$ cat src/rtl/mem_ctrl.sv
// Shares one byte-wide RAM port between IF and MEM, serialising 1/2/4-byte
// accesses into byte cycles and assembling little-endian read data.
module mem_ctrl (
  input  logic        clk,
  input  logic        rst,
  input  logic        if_req,
  input  logic [31:0] if_addr,
  input  logic        if_cancel,
  output logic        if_done,
  output logic [31:0] if_data,
  input  logic        mem_req,
  input  logic        mem_write,
  input  logic [1:0]  mem_len,
  input  logic [31:0] mem_addr,
  input  logic [31:0] mem_wdata,
  output logic        mem_done,
  output logic [31:0] mem_rdata,
  input  logic [7:0]  ram_din,
  output logic [7:0]  ram_dout,
  output logic [31:0] ram_a,
  output logic        ram_wr
);

  typedef enum logic [1:0] {IDLE, READ, WRITE, DONE} state_t;

  state_t      state, state_nxt;
  logic        owner_mem, owner_mem_nxt;
  logic [31:0] base, base_nxt;
  logic [31:0] wbuf, wbuf_nxt;
  logic [31:0] rbuf, rbuf_nxt;
  logic [2:0]  cnt, cnt_nxt;
  logic [2:0]  nb, nb_nxt;
  logic        if_done_nxt, mem_done_nxt;
  logic [31:0] if_data_nxt, mem_rdata_nxt;
  logic [1:0]  cap_idx;
  logic        addressing;

  always_ff @(posedge clk) begin
    if (rst) begin
      state     <= IDLE;
      owner_mem <= 1'b0;
      base      <= '0;
      wbuf      <= '0;
      rbuf      <= '0;
      cnt       <= '0;
      nb        <= '0;
      if_done   <= 1'b0;
      mem_done  <= 1'b0;
      if_data   <= '0;
      mem_rdata <= '0;
    end else begin
      state     <= state_nxt;
      owner_mem <= owner_mem_nxt;
      base      <= base_nxt;
      wbuf      <= wbuf_nxt;
      rbuf      <= rbuf_nxt;
      cnt       <= cnt_nxt;
      nb        <= nb_nxt;
      if_done   <= if_done_nxt;
      mem_done  <= mem_done_nxt;
      if_data   <= if_data_nxt;
      mem_rdata <= mem_rdata_nxt;
    end
  end

  // Byte arriving in read cycle cnt belongs to the address driven at cnt-1.
  assign cap_idx = cnt[1:0] - 2'd1;

  always_comb begin
    state_nxt     = state;
    owner_mem_nxt = owner_mem;
    base_nxt      = base;
    wbuf_nxt      = wbuf;
    rbuf_nxt      = rbuf;
    cnt_nxt       = cnt;
    nb_nxt        = nb;
    if_done_nxt   = 1'b0;
    mem_done_nxt  = 1'b0;
    if_data_nxt   = if_data;
    mem_rdata_nxt = mem_rdata;
    case (state)
      IDLE: begin
        cnt_nxt  = '0;
        rbuf_nxt = '0;
        if (mem_req) begin
          owner_mem_nxt = 1'b1;
          base_nxt      = mem_addr;
          wbuf_nxt      = mem_wdata;
          case (mem_len)
            2'b00:   nb_nxt = 3'd1;
            2'b01:   nb_nxt = 3'd2;
            default: nb_nxt = 3'd4;
          endcase
          state_nxt = mem_write ? WRITE : READ;
        end else if (if_req && !if_cancel) begin
          owner_mem_nxt = 1'b0;
          base_nxt      = if_addr;
          nb_nxt        = 3'd4;
          state_nxt     = READ;
        end
      end
      READ: begin
        if (!owner_mem && if_cancel) begin
          state_nxt = IDLE;
        end else begin
          if (cnt != 3'd0) rbuf_nxt[{cap_idx, 3'b000} +: 8] = ram_din;
          if (cnt == nb) begin
            state_nxt = DONE;
            if (owner_mem) begin
              mem_done_nxt  = 1'b1;
              mem_rdata_nxt = rbuf_nxt;
            end else begin
              if_done_nxt = 1'b1;
              if_data_nxt = rbuf_nxt;
            end
          end else begin
            cnt_nxt = cnt + 3'd1;
          end
        end
      end
      WRITE: begin
        if (cnt == nb - 3'd1) begin
          state_nxt    = DONE;
          mem_done_nxt = 1'b1;
        end else begin
          cnt_nxt = cnt + 3'd1;
        end
      end
      default: state_nxt = IDLE;
    endcase
  end

  // A store byte coinciding with reset must not reach the RAM.
  assign addressing = (state == READ && cnt != nb) || (state == WRITE);
  assign ram_wr     = (state == WRITE) && !rst;
  assign ram_a      = addressing ? base + {29'd0, cnt} : 32'd0;
  assign ram_dout   = ram_wr ? wbuf[{cnt[1:0], 3'b000} +: 8] : 8'd0;

endmodule

$ cat config.mk
export PLATFORM = sky130hd
export DESIGN_NAME = mem_ctrl
export DESIGN_NICKNAME = d
export VERILOG_FILES = /design/src/rtl/mem_ctrl.sv
export SDC_FILE = /design/constraint.sdc
export NUM_CORES = 1
export LEC_CHECK = 0
export CORE_UTILIZATION = 53
export CTS_CLUSTER_SIZE = 16
export DETAILED_ROUTE_END_ITERATION = 8
export PLACE_DENSITY = 0.95
export RECOVER_POWER = 50
export SYNTH_ARGS = -nofsm -noshare
export SYNTH_HDL_FRONTEND = slang
export SYNTH_SLANG_ARGS = --single-unit
$ cat constraint.sdc
create_clock -name clk -period 9.6 [get_ports clk]
set_clock_uncertainty 0.05 [all_clocks]
set_input_delay 1.92 -clock clk [delete_from_list [all_inputs] [get_ports clk]]
set_output_delay 1.92 -clock clk [all_outputs]
set_load 0.005 [all_outputs]
Run 1, supply network:
(3 px per um) Pins as bars on the die edge. Tap cells in grey.
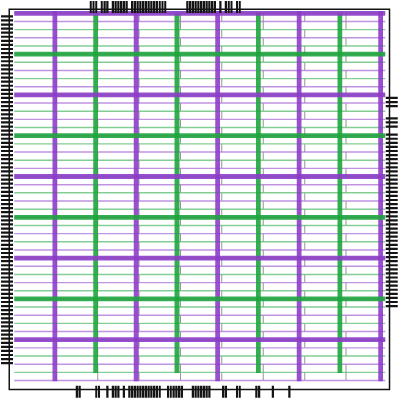
Key: VDD = green; VSS = purple
219 signal pins sit on the boundary. 188 tap cells. 46 met1 rails follow the rows. 9 straps on met4. The core has 45 rows.

Run 1, clock nets:
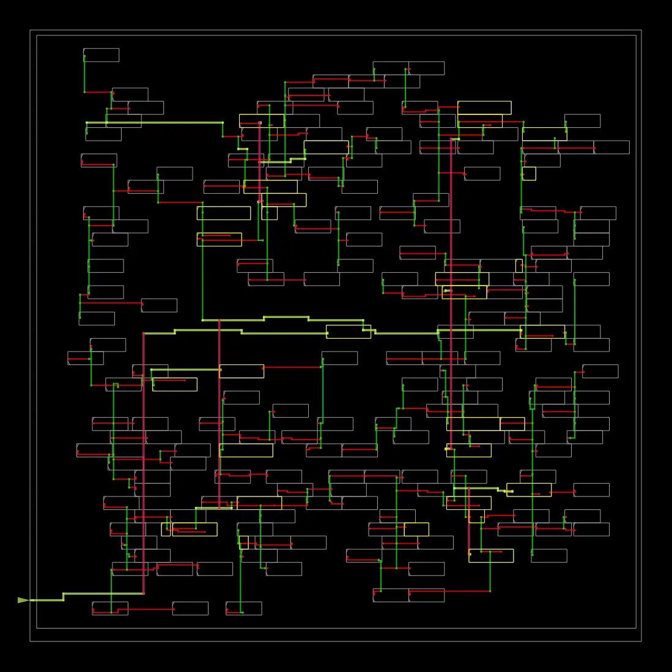
clock latency on the worst-skew pair: 0.42 ns
CTS buffer count: 17

==> impl_metrics.py, run 1 <==
# Auto-generated metrics
metrics = {
    "power": {
        "p_comb_w": 0.000864,
        "vdd_ir_drop_max_mv": 0.2135,
        "net_sw_power_w": 0.0008653,
    },
    "worst_setup_path": {
        "worst_ep_arrival_time_ns": 6.63,
        "startpoint_type": "input pin",
    },
    "run_status": {
        "violations": "max-capacitance violations, max-slew violations",
        "outcome": "finished with violations",
    },
    "cts": {
        "cts_tree": "yes",
        "cts_setup_buffers": 0,
        "cts_sinks": 171,
    },
    "synth": {
        "synth_simple_gate_area_share_pct": 21.40,
        "yosys-mux-area-fraction_pct": 7.358,
        "ff_type": "sky130_fd_sc_hd__dfxtp_1",
        "netlist_instances": 953,
    },
    "final_timing": {
        "slew_viol_final": 279,
        "setup_total_negative_slack_ns": 0,
        "final-setup-viol-count": 0,
        "min_period_ns": 6.359,
    },
    "floorplan": {
        "dieArea_um2": 15930,
        "floorplan.initialDensity_pct": 54.00,
    },
    "layout": {
        "finalNetCount": 1254,
        "sh_seq_area_pct": 31.21,
        "regArea_um2": 3423,
    },
    "min_path": {
        "hold_path_class": "register to register",
    },
    "detailed_routing": {
        "drt-initial-drc-count": 561,
    },
    "job": {
        "max_cap_viol_count": 5,
    },
    "global_routing": {
        "grt_util_met3_pct": 6.669,
        "gr-max-usage-layer": "met2",
        "antenna_found_initial": 1,
    },
    "placement": {
        "dp_hpwl_mm": 14.93,
    },
}
Run 1, metal layers overlaid:
(3 px per um)
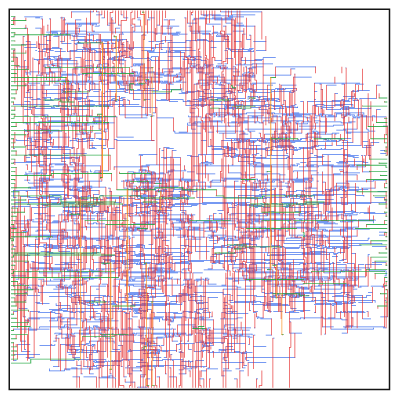
Key: M1 = blue [wire length 8910 um]; M3 = green [wire length 1420 um]; M2 = red [wire length 10900 um]; M4 = orange [wire length 410 um]

[run 1: per-stage QoR]
stage / setup slack, ns / util (%) / instance area [um^2]
after CTS: 3.709 / 72.85 / 11030
after detailed placement: 4.145 / 68.42 / 10360
after global routing: 2.724 / 72.41 / 10970
after global placement: 4.204 / 68.42 / 10360
after floorplan: 5.083 / - / 8179
final: 3.241 / 72.42 / 10970
[run 1: critical path, cell delays in order]
cell and delay, ns:
sky130_fd_sc_hd__buf_2 0.08, sky130_fd_sc_hd__clkbuf_1 1.75, sky130_fd_sc_hd__a21oi_1 0.35, sky130_fd_sc_hd__nor2b_4 0.20, sky130_fd_sc_hd__clkbuf_1 1.81, sky130_fd_sc_hd__nor2_1 0.12, sky130_fd_sc_hd__a211oi_1 0.33
--- run 2 (diff from run 1) ---
Settings changed: CORE_UTILIZATION 53 to 44, PLACE_DENSITY 0.95 to 0.88.
Clock period 9.6 ns to 5.5 ns, I/O delays scaled along.
==> run 2 against run 1 <==
Net effect:
- first-iteration DRC count rose by 13%
- die area rose by 20%
- count of clock-buffer cells in the layout fell by 2
- cell area rose by 0.41%
- power rose by 69%
- the run ends with design-rule violations, max-capacitance violations, max-slew violations left
- sequential cell count did not move
- via count fell by 0.63%
- sequential share of layout area fell by 0.13 points
- non-clock buffer count rose by 2
- critical endpoint is now ram_a[28]
- combinational power rose by 79%
==> impl_metrics.py, run 2 <==
# Auto-generated metrics
metrics = {
    "power": {
        "vdd_ir_drop_max_mv": 0.2408,
        "p_comb_w": 0.00155,
        "net_sw_power_w": 0.001559,
        "power.share.sequential_pct": 37.0,
        "clockNetworkPower_w": 0.00121,
        "pwr-share-clk_pct": 27.7,
    },
    "cts": {
        "cts_tree": "yes",
        "worst_skew_pair.late_latency_ns": 0.42,
        "cts_setup_buffers": 0,
        "cts_sinks": 171,
        "cts_inserted_buffers": 17,
    },
    "layout": {
        "layout_top_cell_excl_fill_tap": "sky130_fd_sc_hd__nor2_1",
        "area_taken_by_multi_input_logic_gates_um2": 4390,
        "regArea_um2": 3423,
        "number_of_antenna_cells_inserted": 0,
        "layout.core_utilization_pct": 60.90,
        "design_area_um2": 11010,
        "layout.cells.most_common_list": "sky130_fd_sc_hd__nor2_1 (205), sky130_fd_sc_hd__dfxtp_1 (171), sky130_fd_sc_hd__clkdlybuf4s50_1 (149)",
    },
    "synth": {
        "yosys-mux-area-fraction_pct": 7.358,
        "ff_type": "sky130_fd_sc_hd__dfxtp_1",
        "enable_flop_cells": 0,
        "synth_simple_gate_area_share_pct": 21.40,
        "netlist_instances": 953,
    },
    "worst_setup_path": {
        "startpoint_type": "register",
        "cp_max_fo": 21,
        "cp_top_family": "buffers and inverters",
        "reg2reg_slack_ns": 2.11,
        "path_cells": "buf_4 -> ha_1 -> inv_1 -> fa_1 -> nor2b_1 -> o211ai_1 -> or4_1 -> a21oi_1 -> clkdlybuf4s50_1",
        "worst_ep_arrival_time_ns": 3.66,
        "slowest_delay_ns": 0.62,
        "crit_path_top_delay_cell": "sky130_fd_sc_hd__or4_1",
        "critPathBufInv": 3,
    },
    "final_timing": {
        "final-setup-viol-count": 0,
        "setup_ws_ns": 0.6909,
        "slew_viol_final": 244,
        "min_period_ns": 4.809,
        "setup_total_negative_slack_ns": 0,
    },
    "floorplan": {
        "dieArea_um2": 19140,
        "floorplan.initialDensity_pct": 45.22,
    },
    "detailed_routing": {
        "drt-initial-drc-count": 634,
        "drc_violation_count_after_routing": 24,
    },
    "placement": {
        "dp_hpwl_mm": 15.89,
        "place_ws_ns": 1.211,
        "placed_area_um2": 10430,
    },
    "global_routing": {
        "antenna_found_initial": 1,
    },
    "run_status": {
        "outcome": "finished with violations",
        "violations": "design-rule violations, max-capacitance violations, max-slew violations",
    },
    "min_path": {
        "hold_path_class": "register to register",
    },
    "job": {
        "max_cap_viol_count": 4,
        "warnings": 36,
    },
}
## run 2: final cells by class
type | count | area share (%)
multi-input combinational | 694 | 39.86
sequential | 171 | 31.08
timing repair buffer | 229 | 20.45
clock buffer | 18 | 3.987
tap | 229 | 2.601
clock inverter | 14 | 1.477
inverter | 16 | 0.5453
## run 2: metrics by stage
stage,instances,hold slack [ns]
final,1371,0.4038
after global routing,1371,0.4328
after CTS,1371,0.4068
after detailed placement,1339,0.3971
after global placement,1339,0.3908
after floorplan,953,0.3831
## run 2: per-layer routing
layer / vias to the layer above / part of all wire, % / global-route usage (%)
met1: 3512 / 42 / 28.22
li1: 3706 / - / -
met3: 35 / 7.0 / 5.958
met4: 2 / 2.1 / 8.634
met5: - / 0.058 / 0
met2: 297 / 49 / 39.97
Run 2, supply network:
(3 px per um) Pins as bars on the die edge. Tap cells in grey.
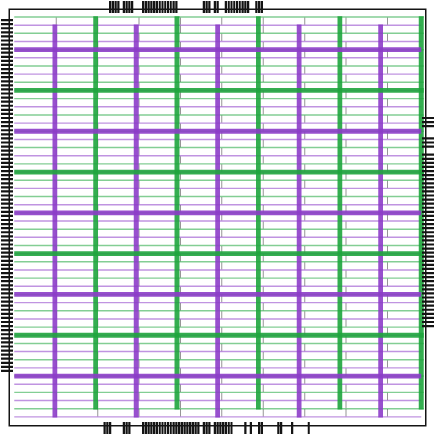
Key: VDD = green; VSS = purple
9 straps on met5. 50 met1 rails follow the rows. 219 signal pins sit on the boundary.

Power is estimated from default activity; no workload was simulated.
